[src/rtl/axi_rd_pkg.sv]
// axi_rd_pkg: shared types and constants for the AXI4-Lite block read master.
// Holds the FSM state encoding and AXI read-response decoding.
package axi_rd_pkg;

    typedef enum logic [1:0] {
        IDLE,
        AR,
        R,
        DONE
    } state_t;

    localparam logic [1:0] RESP_OKAY   = 2'b00;
    localparam logic [1:0] RESP_EXOKAY = 2'b01;
    localparam logic [1:0] RESP_SLVERR = 2'b10;
    localparam logic [1:0] RESP_DECERR = 2'b11;

    function automatic logic resp_is_err(input logic [1:0] resp);
        logic err;
        unique case (resp)
            RESP_OKAY, RESP_EXOKAY:   err = 1'b0;
            RESP_SLVERR, RESP_DECERR: err = 1'b1;
            default:                  err = 1'b0;
        endcase
        return err;
    endfunction

endpackage

[src/rtl/axi_read_block.sv]
// axi_read_block: single-beat AXI4-Lite read master, memory to FIFO.
// Define AXI_READ_RESP_CHECK_EN to abort on SLVERR/DECERR and raise error.
module axi_read_block
    import axi_rd_pkg::*;
#(
    parameter int ADDR_WIDTH = 32,
    parameter int DATA_WIDTH = 32,
    parameter int SIZE_WIDTH = 16
) (
    input  logic                  clk,
    input  logic                  reset,
    input  logic                  start,
    input  logic [ADDR_WIDTH-1:0] addr,
    input  logic [SIZE_WIDTH-1:0] transfer_size,
    output logic [ADDR_WIDTH-1:0] araddr,
    output logic                  arvalid,
    input  logic                  arready,
    input  logic [DATA_WIDTH-1:0] rdata,
    input  logic [1:0]            rresp,
    input  logic                  rvalid,
    output logic                  rready,
    output logic [DATA_WIDTH-1:0] data_out,
    output logic                  wr_en,
    input  logic                  full,
    output logic                  busy,
    output logic                  done,
    output logic                  error
);

    // One extra bit so a 0xFFFF byte count still yields 16384 words
    localparam int CW = SIZE_WIDTH + 1;

    state_t        state;
    state_t        state_nx;
    logic [CW-1:0] words;
    logic [CW-1:0] idx;
    logic [CW-1:0] start_words;
    logic          r_hs;
    logic          last;
    logic          resp_bad;
    logic          unused_bits;

    assign start_words = ({1'b0, transfer_size} + CW'(3)) >> 2;
    assign r_hs        = rvalid && rready;
    assign last        = (idx + CW'(1)) == words;
    assign unused_bits = ^addr[1:0];

`ifdef AXI_READ_RESP_CHECK_EN
    logic err_q;

    assign resp_bad = resp_is_err(rresp);
    assign error    = err_q;

    always_ff @(posedge clk or posedge reset) begin
        if (reset) begin
            err_q <= 1'b0;
        end else if (state == IDLE && start) begin
            err_q <= 1'b0;
        end else if (r_hs && resp_bad) begin
            err_q <= 1'b1;
        end
    end
`else
    logic unused_resp;

    assign unused_resp = resp_is_err(rresp);
    assign resp_bad    = 1'b0;
    assign error       = 1'b0;
`endif

    always_ff @(posedge clk or posedge reset) begin
        if (reset) begin
            state <= IDLE;
        end else begin
            state <= state_nx;
        end
    end

    always_comb begin
        state_nx = state;
        unique case (state)
            IDLE: begin
                if (start) begin
                    state_nx = (start_words == '0) ? DONE : AR;
                end
            end
            AR: begin
                if (arready) begin
                    state_nx = R;
                end
            end
            R: begin
                if (r_hs) begin
                    state_nx = (last || resp_bad) ? DONE : AR;
                end
            end
            DONE:    state_nx = IDLE;
            default: state_nx = IDLE;
        endcase
    end

    always_comb begin
        arvalid = 1'b0;
        rready  = 1'b0;
        busy    = 1'b0;
        done    = 1'b0;
        unique case (state)
            AR: begin
                arvalid = 1'b1;
                busy    = 1'b1;
            end
            R: begin
                rready = !full;
                busy   = 1'b1;
            end
            DONE:    done = 1'b1;
            default: ;
        endcase
    end

    assign wr_en    = r_hs && !resp_bad;
    assign data_out = rdata;

    // araddr tracks base + 4*idx; it only moves on an R handshake
    always_ff @(posedge clk or posedge reset) begin
        if (reset) begin
            araddr <= '0;
            words  <= '0;
            idx    <= '0;
        end else if (state == IDLE && start) begin
            araddr <= {addr[ADDR_WIDTH-1:2], 2'b00};
            words  <= start_words;
            idx    <= '0;
        end else if (r_hs) begin
            araddr <= araddr + ADDR_WIDTH'(4);
            idx    <= idx + CW'(1);
        end
    end

endmodule

[config.mk]
export PLATFORM = sky130hd
export DESIGN_NAME = axi_read_block
export DESIGN_NICKNAME = d
export VERILOG_FILES = /design/src/rtl/axi_rd_pkg.sv /design/src/rtl/axi_read_block.sv
export SDC_FILE = /design/constraint.sdc
export NUM_CORES = 1
export LEC_CHECK = 0
export ABC_CLOCK_PERIOD_IN_PS = 2200
export CORE_AREA = 2 2 105 107
export DETAILED_ROUTE_END_ITERATION = 7
export DIE_AREA = 0 0 107 109
export PLACE_DENSITY_LB_ADDON = 0.05
export SYNTH_ARGS = -nofsm -noshare
export SYNTH_HDL_FRONTEND = slang
export SYNTH_SLANG_ARGS = --single-unit
[constraint.sdc]
create_clock -name clk -period 2.2 [get_ports clk]
set_clock_uncertainty 0.2 [all_clocks]
set_input_delay 0.55 -clock clk [delete_from_list [all_inputs] [get_ports clk]]
set_output_delay 0.55 -clock clk [all_outputs]
set_load 0.01 [all_outputs]
==> run_1/power_grid.png <==
Scale bar: 20 um. Pins as bars on the die edge. Tap cells in grey.
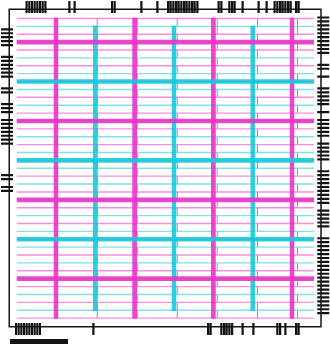
Key: magenta = VSS; cyan = VDD
158 signal pins sit on the boundary. 7 straps on met4. 7 straps on met5. The core has 38 rows.

==> run_1/placement_by_type.png <==
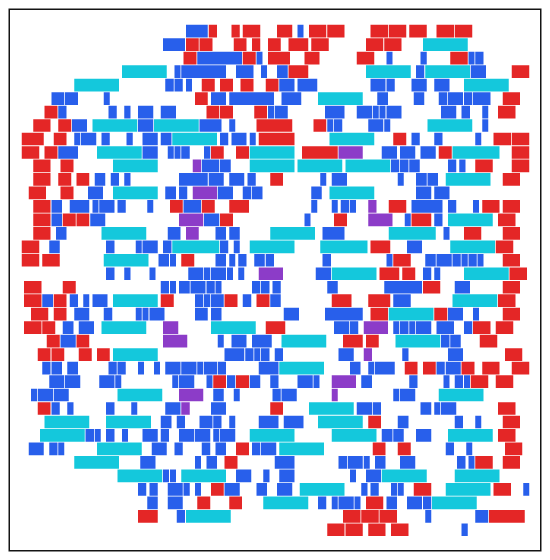
Key: red = other buffers and delay cells [cells 164, share of their area 27%]; purple = clock drivers and dummy loads [cells 16, share of their area 2.9%]; blue = combinational and other logic [cells 360, share of their area 42%]; cyan = flops [cells 64, share of their area 29%]
Core ar.: 0.0106 sq mm
fraction of area in registers: 27.7%
post-route cell area: 0.00580 sq mm
Post-Route Utilization: 54.7%
row cnt: 38

==> run_1/clk_routes.png <==
Scale bar: 20 um.
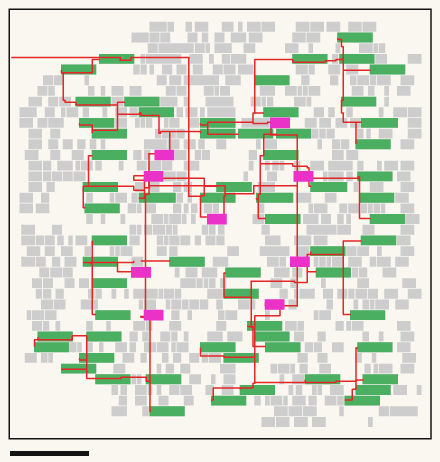
Key: magenta = clock drivers [count 9]; green = flip-flops [count 64]; red = clock wires [length 940 um]
Position of the flops: all over the die.

==> run_1/wires.png <==
Scale bar: 20 um. Only two layers are drawn.
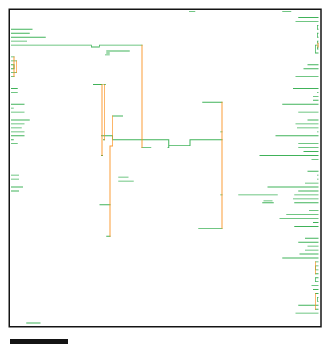
Key: green = metal 3 [wire length 566 um]; orange = metal 4 [wire length 187 um]

[run 1: sequential cells by signal (all words and copies together) (netlist names)]
name and cells:
state 2, idx 17, words 15, araddr 30
[run 1: timing repair]
action / CTS / global route
resized: 38 / 47
pin swaps: 9 / 26
setup buffers: 5 / 6
endpoints found under the setup margin: 24 / 33
hold buffers: 0 / 0
[run 1: worst paths after layout]
kind | start | cells after the start | end | slack (ps)
max | state[1]$_DFFE_PP0P_ | 9 | state[1]$_DFFE_PP0P_ | -20
min | words[2]$_DFFE_PP0P_ | 2 | words[2]$_DFFE_PP0P_ | 300
max reg2reg | state[1]$_DFFE_PP0P_ | 9 | state[1]$_DFFE_PP0P_ | -20
min reg2reg | words[2]$_DFFE_PP0P_ | 2 | words[2]$_DFFE_PP0P_ | 300
max in group asynchronous | reset | 3 | araddr[20]$_DFFE_PP0P_ | 1040
min in group asynchronous | reset | 3 | araddr[8]$_DFFE_PP0P_ | 440
[run 1: area by class of cell]
cell class | instances | area [sq um] | share of cell area, %
timing repair buffer | 164 | 1520 | 26.2
inverter | 11 | 52.6 | 0.906
clock inverter | 6 | 36.3 | 0.626
multi-input combinational | 349 | 2280 | 39.4
clock buffer | 10 | 128 | 2.20
sequential | 64 | 1610 | 27.7
tap | 140 | 175 | 3.02
[run 1: placed cells by master (no fill, tap or decap), drive strengths merged, types with 3 or more instances in the layout]
master / n
o21ai: 57
clkdlybuf4s50: 76
and4: 7
or3: 9
buf: 81
xnor2: 29
a31oi: 5
clkinv: 5
dlymetal6s2s: 3
nor4: 6
a21oi: 13
nor3: 7
nand2: 72
o211ai: 3
nand3: 19
nand4: 15
and3: 10
and2: 5
nor2: 23
xor2: 39
clkbuf: 12
inv: 10
conb: 3
dfrtp: 64
ha: 7
==> impl_report.txt, run 1 <==
IMPLEMENTATION SUMMARY REPORT
----------------------------------------------------
[Logic synthesis]
  Number of cell instances after yosys synthesis ........................ 475
  Synthesis area per yosys ........................ 0.00410 sq mm
  Top cell type by instance count after synthesis ........................ sky130_fd_sc_hd__nand2_1
  Adder-cell share of the synthesized area ........................ 2.13%
  Post-Synthesis Cell Area ........................ 0.00410 sq mm
  Top cell type's share of synthesized area ........................ 39.0%
  Largest cells by area after synthesis ........................ sky130_fd_sc_hd__dfrtp_1 39%, sky130_fd_sc_hd__xor2_1 8.3%, sky130_fd_sc_hd__buf_4 6.6%
  Most numerous cell types in the synthesized netlist ........................ 72 x sky130_fd_sc_hd__nand2_1, 64 x sky130_fd_sc_hd__dfrtp_1, 48 x sky130_fd_sc_hd__o21ai_0
  Largest area contributor in the synthesized netlist ........................ sky130_fd_sc_hd__dfrtp_1
  Simple-Gate Area Share ........................ 21.6%
  Number of synthesized register bits ........................ 64
  Yosys Warn Count ........................ 0
  Number of enable-type register cells in the synthesized netlist ........................ 0
  Sequential fraction of the synthesis area ........................ 39.0%
  Distinct lib cells ........................ 45

[Power and ir drop]
  Cell-internal power ........................ 3.48 mW
  Switching power summed over all nets ........................ 2.13 mW
  Sequential share of power ........................ 35.9%
  Total design power ........................ 5.61 mW
  Relative contribution of combinational cells to total power ........................ 48.5%
  Maximum VDD drop ........................ 410 uV
  Clk pwr ........................ 0.873 mW
  Comb. pwr ........................ 2.72 mW

[Route]
  Total length of routed met3 wires ........................ 566 um
  Number of search-and-repair iterations in the first detailed-routing pass ........................ 6
  Remaining antenna violation count after routing ........................ 0
  Iter 0 DRT Violations ........................ 137
  Met1 wire length ........................ 4630 um
  Met2 routed WL ........................ 4940 um

[Final timing]
  Period Utilization, post-route ........................ 101%
  Minimum clock period after layout ........................ 2220 ps
  Worst-case setup margin in the final layout ........................ -17.6 ps
  Setup TNS ........................ -17.6 ps
  Setup repair after global routing missed its margin ........................ yes
  Highest clock frequency the design can meet ........................ 451 MHz
  Max Transition Viols Final ........................ 0
  Final number of setup-violating endpoints ........................ 1

[Clock network]
  H-tree depth ........................ 3
  CTS Root Buffer Type ........................ sky130_fd_sc_hd__clkbuf_8
  Clock-pin transition on the worst setup and hold timing paths ........................ 70 ps
  Clock tree from TritonCTS ........................ yes

[Outcome]
  Violated checks ........................ negative setup slack
  Status ........................ complete, but fails checks

[Critical path]
  Kind of start point of the critical path ........................ flop
  Peak per-stage delay on the critical path ........................ 420 ps
  Top delay family on crit path ........................ AND-OR/OR-AND gates
  Worst Path Required ........................ 2230 ps
  Crit path cell chain ........................ buf_6 > inv_6 > ha_4 > a222oi_1 > buf_4 > o21ai_2 > a31oi_1 > o211ai_1 > o41ai_2
  Critical path buffers and inverters ........................ 3
  Crit path max-delay cell type ........................ sky130_fd_sc_hd__dfrtp_2
  Critical Path Sink Type ........................ flop

[Global route]
  Remaining global-route overflow ........................ 0
  Most Crowded Layer GR ........................ met2
  Met3 global-route usage ........................ 3.41%
  Global routing usage on met2 ........................ 31.4%
  Largest net degree at the start of global routing ........................ 65
  First-pass GRT wire length ........................ 17,000 um
  Via count of the first global-routing pass ........................ 3,610

[Floorplanning]
  Die Ht ........................ 109 um
  Chip area ........................ 0.0117 sq mm
  Overall die width ........................ 107 um

[Final layout]
  Filler Cell Count ........................ 1,016
  Area overhead of the layout relative to synthesis ........................ 41.4%
  Share of post-route cells with drive strength above 1 ........................ 23.3%

[Placed design]
  Post-DP HPWL ........................ 7670 um
  Gpl congestion ........................ 0.804
  Worst slack at placement ........................ -641 ps

----------------------------------------------------
==> run_1/clocks.png <==
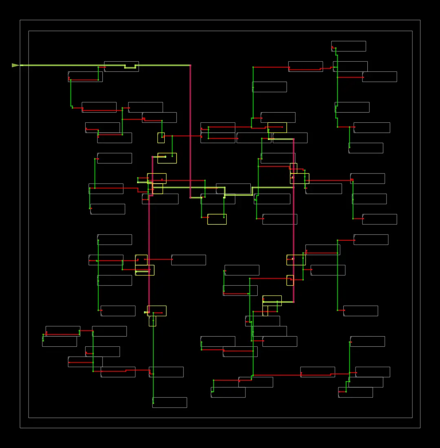

--- run 2 (diff from run 1) ---
ABC_CLOCK_PERIOD_IN_PS = 2270   (was 2200)
CAP_MARGIN = 20   (was unset)
CORE_AREA = 2 2 99 101   (was 2 2 105 107)
DIE_AREA = 0 0 101 103   (was 0 0 107 109)
clock period = 2.27 ns   (was 2.2 ns; I/O delays follow)
==> run_2/clocks.png <==
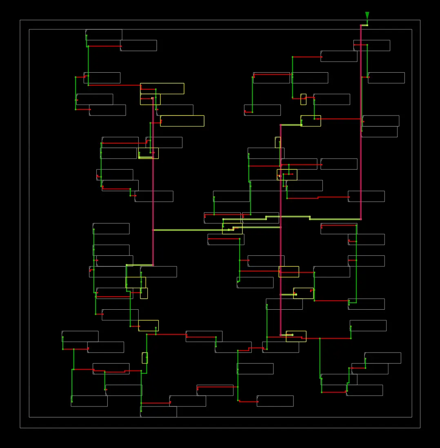
clk pwr: 1.08 mW
insertion delay to the later sink of the worst-skew pair: 340 ps

==> run 2 against run 1 <==
The run now ends clean; via count barely moved; sequential cell count unchanged; non-clock buffer count down 9; routed wire length shrank 1.4%; first-iteration DRC count increased by 7.3%; sequential share of layout area is 0.85 points higher; critical endpoint is now arvalid; highest routed layer unchanged.
==> impl_report.txt, run 2 <==
IMPLEMENTATION SUMMARY REPORT
----------------------------------------------------
[Final layout]
  Largest registers ........................ araddr x30, idx x17, words x15 (unchanged)
  Post-Route Utilization ........................ 59.4% (was 54.7%)
  Filler Cell Count ........................ 887 (was 1,016)
  Leading cell types in the layout, fill and taps excluded ........................ 79 x sky130_fd_sc_hd__clkdlybuf4s50_1, 71 x sky130_fd_sc_hd__nand2_1, 63 x sky130_fd_sc_hd__dfrtp_1, 63 x sky130_fd_sc_hd__buf_4, 47 x sky130_fd_sc_hd__o21ai_0 (was 76 x sky130_fd_sc_hd__clkdlybuf4s50_1, 71 x sky130_fd_sc_hd__nand2_1, 66 x sky130_fd_sc_hd__buf_4)
  Number of flip-flops in the largest register ........................ 30 (unchanged)
  Area overhead of the layout relative to synthesis ........................ 36.8% (was 41.4%)
  Share of post-route cells with drive strength above 1 ........................ 17.1% (was 23.3%)
  Reg with most FFs ........................ araddr (unchanged)
  Most frequent standard cell in the layout excluding fill and tap cells ........................ sky130_fd_sc_hd__clkdlybuf4s50_1 (unchanged)

[Critical path]
  Depth of the worst register-to-register path ........................ 8 (was 9)
  Register-to-register path setup slack ........................ 100 ps (was -20 ps)
  Crit path cell chain ........................ inv_2 > ha_1 > buf_4 > dlygate4sd2_1 (was buf_6 > inv_6 > ha_4 > a222oi_1 > buf_4 > o21ai_2 > a31oi_1 > o211ai_1 > o41ai_2)
  Kind of start point of the critical path ........................ flop (unchanged)
  Crit path max-delay cell type ........................ sky130_fd_sc_hd__dfrtp_2 (unchanged)
  Critical Path Sink Type ........................ primary output (was flop)
  Crit Reg-Reg Startpoint ........................ state[0]$_DFFE_PP0P_ (was state[1]$_DFFE_PP0P_)
  Endpoint of the lowest-slack register-to-register path ........................ idx[14]$_DFFE_PP0P_ (was state[1]$_DFFE_PP0P_)

[Logic synthesis]
  Top cell type by instance count after synthesis ........................ sky130_fd_sc_hd__nand2_1 (unchanged)
  Synthesis area per yosys ........................ 0.00410 sq mm (unchanged)
  Largest cells by area after synthesis ........................ sky130_fd_sc_hd__dfrtp_1 39%, sky130_fd_sc_hd__xor2_1 8.3%, sky130_fd_sc_hd__buf_4 6.6% (unchanged)
  Number of synthesized register bits ........................ 64 (unchanged)
  Number of enable-type register cells in the synthesized netlist ........................ 0 (unchanged)
  Post-Synthesis Cell Area ........................ 0.00410 sq mm (unchanged)
  Most numerous cell types in the synthesized netlist ........................ 72 x sky130_fd_sc_hd__nand2_1, 64 x sky130_fd_sc_hd__dfrtp_1, 48 x sky130_fd_sc_hd__o21ai_0 (unchanged)
  Largest area contributor in the synthesized netlist ........................ sky130_fd_sc_hd__dfrtp_1 (unchanged)
  Yosys Warn Count ........................ 0 (unchanged)
  Number of cell instances after yosys synthesis ........................ 475 (unchanged)
  Adder-cell share of the synthesized area ........................ 2.13% (unchanged)
  Sequential fraction of the synthesis area ........................ 39.0% (unchanged)
  Simple-Gate Area Share ........................ 21.6% (unchanged)
  Distinct lib cells ........................ 45 (unchanged)

[Outcome]
  Status ........................ complete, no violations (was complete, but fails checks)

[Global route]
  Remaining global-route overflow ........................ 0 (unchanged)
  Global routing usage on met2 ........................ 34.4% (was 31.4%)
  Most Crowded Layer GR ........................ met2 (unchanged)
  Via count of the first global-routing pass ........................ 3,476 (was 3,610)
  Largest net degree at the start of global routing ........................ 45 (was 65)

[Final timing]
  Minimum clock period after layout ........................ 2220 ps
  Setup repair after global routing missed its margin ........................ yes (unchanged)
  Highest clock frequency the design can meet ........................ 451 MHz
  Period Utilization, post-route ........................ 97.7%

[Power and ir drop]
  Maximum VDD drop ........................ 379 uV (was 410 uV)

[Min path]
  Start point of the worst hold path ........................ words[2]$_DFFE_PP0P_ (unchanged)
  Worst hold path stage count ........................ 2 (unchanged)

[Route]
  Total length of routed met3 wires ........................ 603 um (was 566 um)
  Number of search-and-repair iterations in the first detailed-routing pass ........................ 4 (was 6)
  Met2 routed WL ........................ 5060 um (was 4940 um)
  Remaining antenna violation count after routing ........................ 0 (unchanged)

[Clock network]
  Clock-pin transition on the worst setup and hold timing paths ........................ 60 ps (was 70 ps)
  H-tree depth ........................ 3 (unchanged)
  CTS Root Buffer Type ........................ sky130_fd_sc_hd__clkbuf_8 (unchanged)
  Clock tree from TritonCTS ........................ yes (unchanged)

[Placed design]
  Post-DP HPWL ........................ 7650 um (was 7670 um)

[Floorplanning]
  Die Ht ........................ 103 um (was 109 um)
  Row cnt ........................ 36 (was 38)

----------------------------------------------------
==> run_2/clk_routes.png <==
Scale bar: 20 um.
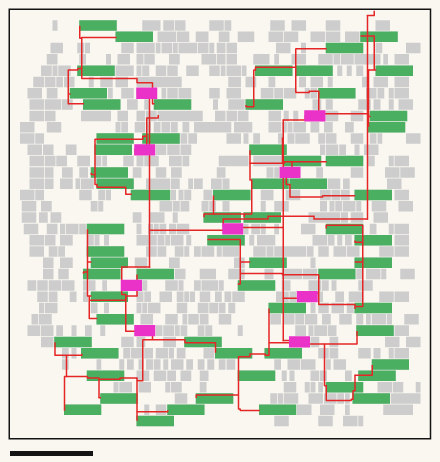
Key: red = clock wires [length 899 um]; magenta = clock drivers [count 9]; green = flip-flops [count 64]
Position of the flops: all over the die.
portion of total power attributed to the clock network: 19.6%

run 2: how the worst max path moves through the flow:
stage | start | endpoint | depth (start not counted)
global route | state[0]$_DFFE_PP0P_ | araddr[27]$_DFFE_PP0P_ | 9
floorplan | state[0]$_DFFE_PP0P_ | idx[10]$_DFFE_PP0P_ | 8
global placement | full | idx[10]$_DFFE_PP0P_ | 7
finish | state[1]$_DFFE_PP0P_ | arvalid | 4
CTS | rvalid | araddr[27]$_DFFE_PP0P_ | 8
detailed placement | full | idx[16]$_DFFE_PP0P_ | 7
run 2: repair_timing:
action	4_1_cts	5_1_grt
pin swaps	2	7
resized	19	10
endpoints found under the setup margin	16	19
buffers inserted	1	6
run 2: worst max-delay path: cells and delay by family (launching register included):
family / cells / cell delay, ps
DFF: 1 / 430
adders and majority gates: 1 / 200
buffers and inverters: 3 / 490
run 2: power by group:
part	total, mW	internal (mW)	switching (mW)
Sequential	2.00	1.54	0.452
Combinational	2.43	1.34	1.09
Clock	1.08	0.649	0.432
Total	5.51	3.53	1.97
run 2: metrics by stage:
step / setup WS [ps] / total power, mW / cells / hold WS, ps / TNS [ps]
after detailed placement: -508 / 4.38 / 686 / 292 / -12980
after global placement: -445 / 4.33 / 686 / 288 / -11810
after global routing: -19.5 / 5.92 / 709 / 338 / -32.6
after floorplan: 53.9 / 3.18 / 477 / 268 / 0
after CTS: 1.83 / 5.48 / 703 / 307 / 0
final: 52.3 / 5.51 / 709 / 299 / 0
run 2: cell type report:
cell class	count	area (sq um)	area share, %
clock buffers	13	149	2.65
clock inverters	3	65.1	1.16
inverters	11	45.0	0.802
multi-input cells	349	2170	38.7
flip-flops and latches	64	1600	28.5
well taps	114	143	2.54
repair buffers	155	1440	25.6
--- run 3 (diff from run 2) ---
ABC_AREA = 0   (was unset)
==> run_3/power_grid.png <==
Scale bar: 20 um. Pins as bars on the die edge. Tap cells in grey.
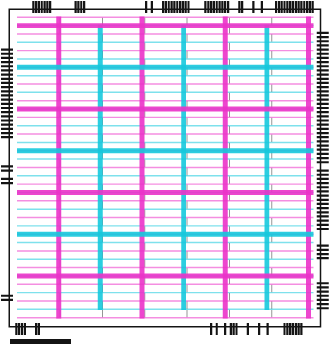
Key: cyan = VDD; magenta = VSS
37 met1 rails follow the rows. 7 straps on met4. 7 straps on met5. The core has 36 rows. 114 tap cells.

==> run_3/clk_routes.png <==
Scale bar: 20 um.
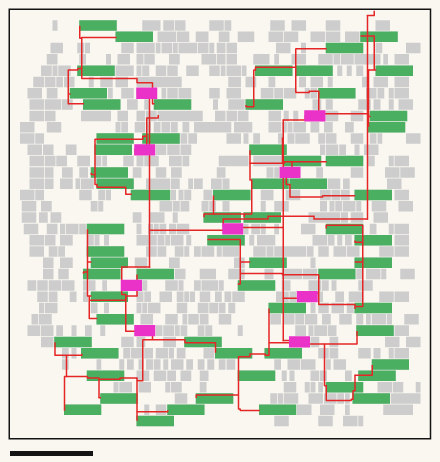
Key: red = clock wires [length 899 um]; magenta = clock drivers [count 9]; green = flip-flops [count 64]
Position of the flops: all over the die. There are 10 routed clock nets.

==> run 3 against run 2 <==
Hold slack unchanged; utilization unchanged; global-route usage unchanged; routed wire length unchanged; area after synthesis unchanged; combinational power about the same; sequential share of layout area unchanged; non-clock buffer count unchanged; sequential power about the same; cell area unchanged; total power unchanged; largest cell class unchanged; largest power group unchanged; highest routed layer unchanged.
==> impl_report.txt, run 3 <==
IMPLEMENTATION SUMMARY REPORT
----------------------------------------------------
[Final layout]
  Area taken by flip-flops and latches ........................ 0.00160 sq mm (unchanged)
  Reg with most FFs ........................ araddr (unchanged)
  Filler Cell Count ........................ 887 (unchanged)
  Most frequent standard cell in the layout excluding fill and tap cells ........................ sky130_fd_sc_hd__clkdlybuf4s50_1 (unchanged)
  Buffers, non-clock ........................ 155 (unchanged)
  Fraction of area in registers ........................ 28.5% (unchanged)
  Clock network area share ........................ 3.81% (unchanged)
  Count of inverters other than clock inverters in the layout ........................ 11 (unchanged)
  Clock buffer count ........................ 13 (unchanged)
  Leading cell types in the layout, fill and taps excluded ........................ 79 x sky130_fd_sc_hd__clkdlybuf4s50_1, 71 x sky130_fd_sc_hd__nand2_1, 63 x sky130_fd_sc_hd__dfrtp_1, 63 x sky130_fd_sc_hd__buf_4, 47 x sky130_fd_sc_hd__o21ai_0 (unchanged)
  Number of flip-flops in the largest register ........................ 30 (unchanged)

[Placed design]
  Placed Cells ........................ 686 (unchanged)
  Post-DP HPWL ........................ 7650 um (unchanged)
  Gpl congestion ........................ 0.833 (unchanged)

[Floorplanning]
  Core ar. ........................ 0.00946 sq mm (unchanged)
  Number of tap cells inserted ........................ 114 (unchanged)

[Logic synthesis]
  Top cell type by instance count after synthesis ........................ sky130_fd_sc_hd__nand2_1 (unchanged)
  Largest cells by area after synthesis ........................ sky130_fd_sc_hd__dfrtp_1 39%, sky130_fd_sc_hd__xor2_1 8.3%, sky130_fd_sc_hd__buf_4 6.6% (unchanged)
  Post-Synthesis Cell Area ........................ 0.00410 sq mm (unchanged)
  Largest area contributor in the synthesized netlist ........................ sky130_fd_sc_hd__dfrtp_1 (unchanged)
  Number of cell instances after yosys synthesis ........................ 475 (unchanged)
  Number of enable-type register cells in the synthesized netlist ........................ 0 (unchanged)
  Most numerous cell types in the synthesized netlist ........................ 72 x sky130_fd_sc_hd__nand2_1, 64 x sky130_fd_sc_hd__dfrtp_1, 48 x sky130_fd_sc_hd__o21ai_0 (unchanged)
  Distinct lib cells ........................ 45 (unchanged)
  Number of synthesized register bits ........................ 64 (unchanged)
  Top cell type's share of synthesized area ........................ 39.0% (unchanged)

[Final timing]
  Highest clock frequency the design can meet ........................ 451 MHz (unchanged)
  Worst hold slack ........................ 299 ps (unchanged)
  Setup repair after global routing missed its margin ........................ yes (unchanged)
  Max Transition Viols Final ........................ 0 (unchanged)

[Route]
  Met2 routed WL ........................ 5060 um (unchanged)
  Remaining antenna violation count after routing ........................ 0 (unchanged)
  Met1 wire length ........................ 4280 um (unchanged)
  Total length of routed met3 wires ........................ 603 um (unchanged)
  Iter 0 DRT Violations ........................ 147 (unchanged)

[Global route]
  Met3 global-route usage ........................ 3.25% (unchanged)
  Global routing usage on met2 ........................ 34.4% (unchanged)
  Most Crowded Layer GR ........................ met2 (unchanged)
  First-pass GRT wire length ........................ 16,200 um (unchanged)

[Outcome]
  Status ........................ complete, no violations (unchanged)

[Critical path]
  Critical Path Sink Type ........................ primary output (unchanged)
  Worst Path Required ........................ 1500 ps (about the same)
  Critical path buffers and inverters ........................ 3 (unchanged)

[Power and ir drop]
  Maximum VDD drop ........................ 379 uV (unchanged)

[Clock network]
  CTS Root Buffer Type ........................ sky130_fd_sc_hd__clkbuf_8 (unchanged)
  Clock tree from TritonCTS ........................ yes (unchanged)

----------------------------------------------------
run 3: cell counts in the layout (fill, tap and decap cells not counted):
Identical to the previous run, type by type.
run 3: power by group:
part / internal (mW) / switching [mW] / leakage, nW
Clock: 0.649 / 0.432 / 0.108
Combinational: 1.34 / 1.09 / 1.44
Sequential: 1.54 / 0.452 / 0.819
run 3: per-stage QoR:
stage               TNS, ps  worst slack, ps  area (sq um)
floorplan                 0             53.9          4110
global placement     -11810             -445          5310
global route          -32.6            -19.5          5610
detailed placement   -12980             -508          5310
finish                    0             52.3          5610
CTS                       0             1.83          5540
run 3: repair_timing:
item	4_1_cts	5_1_grt
pin swaps	2	7
endpoints found under the setup margin	16	19
gates resized	19	10
setup buffers	1	6
run 3: final timing paths:
check,startpoint,end,slack (ps),cells after the start
min in group asynchronous,reset,araddr[10]$_DFFE_PP0P_,420,3
worst min-delay path,words[2]$_DFFE_PP0P_,words[2]$_DFFE_PP0P_,300,2
worst max register to register,state[0]$_DFFE_PP0P_,idx[14]$_DFFE_PP0P_,100,8
worst min register to register,words[2]$_DFFE_PP0P_,words[2]$_DFFE_PP0P_,300,2
worst max-delay path,state[1]$_DFFE_PP0P_,arvalid,50,4
max in group asynchronous,reset,state[1]$_DFFE_PP0P_,1180,3
run 3: cell families after synthesis:
family / Yosys count / share of synthesized area (%)
adders and majority gates: 7 / 2.13
xor gates and xnor gates: 68 / 14.5
DFF: 64 / 39.0
buffers and inverters: 64 / 9.30
other: 1 / 0.0914
and+or+nand+nor: 178 / 21.6
muxes: 3 / 0.793
AOI/OAI and AO/OA: 90 / 12.5
run 3: worst min-delay path: cells and delay by family (launching register included):
kind	cells	cell delay, ps
DFF	1	350
AOI/OAI and AO/OA	1	60
and+or+nand+nor	1	50
No activity file was given, so power comes from the tool's default toggle rates.
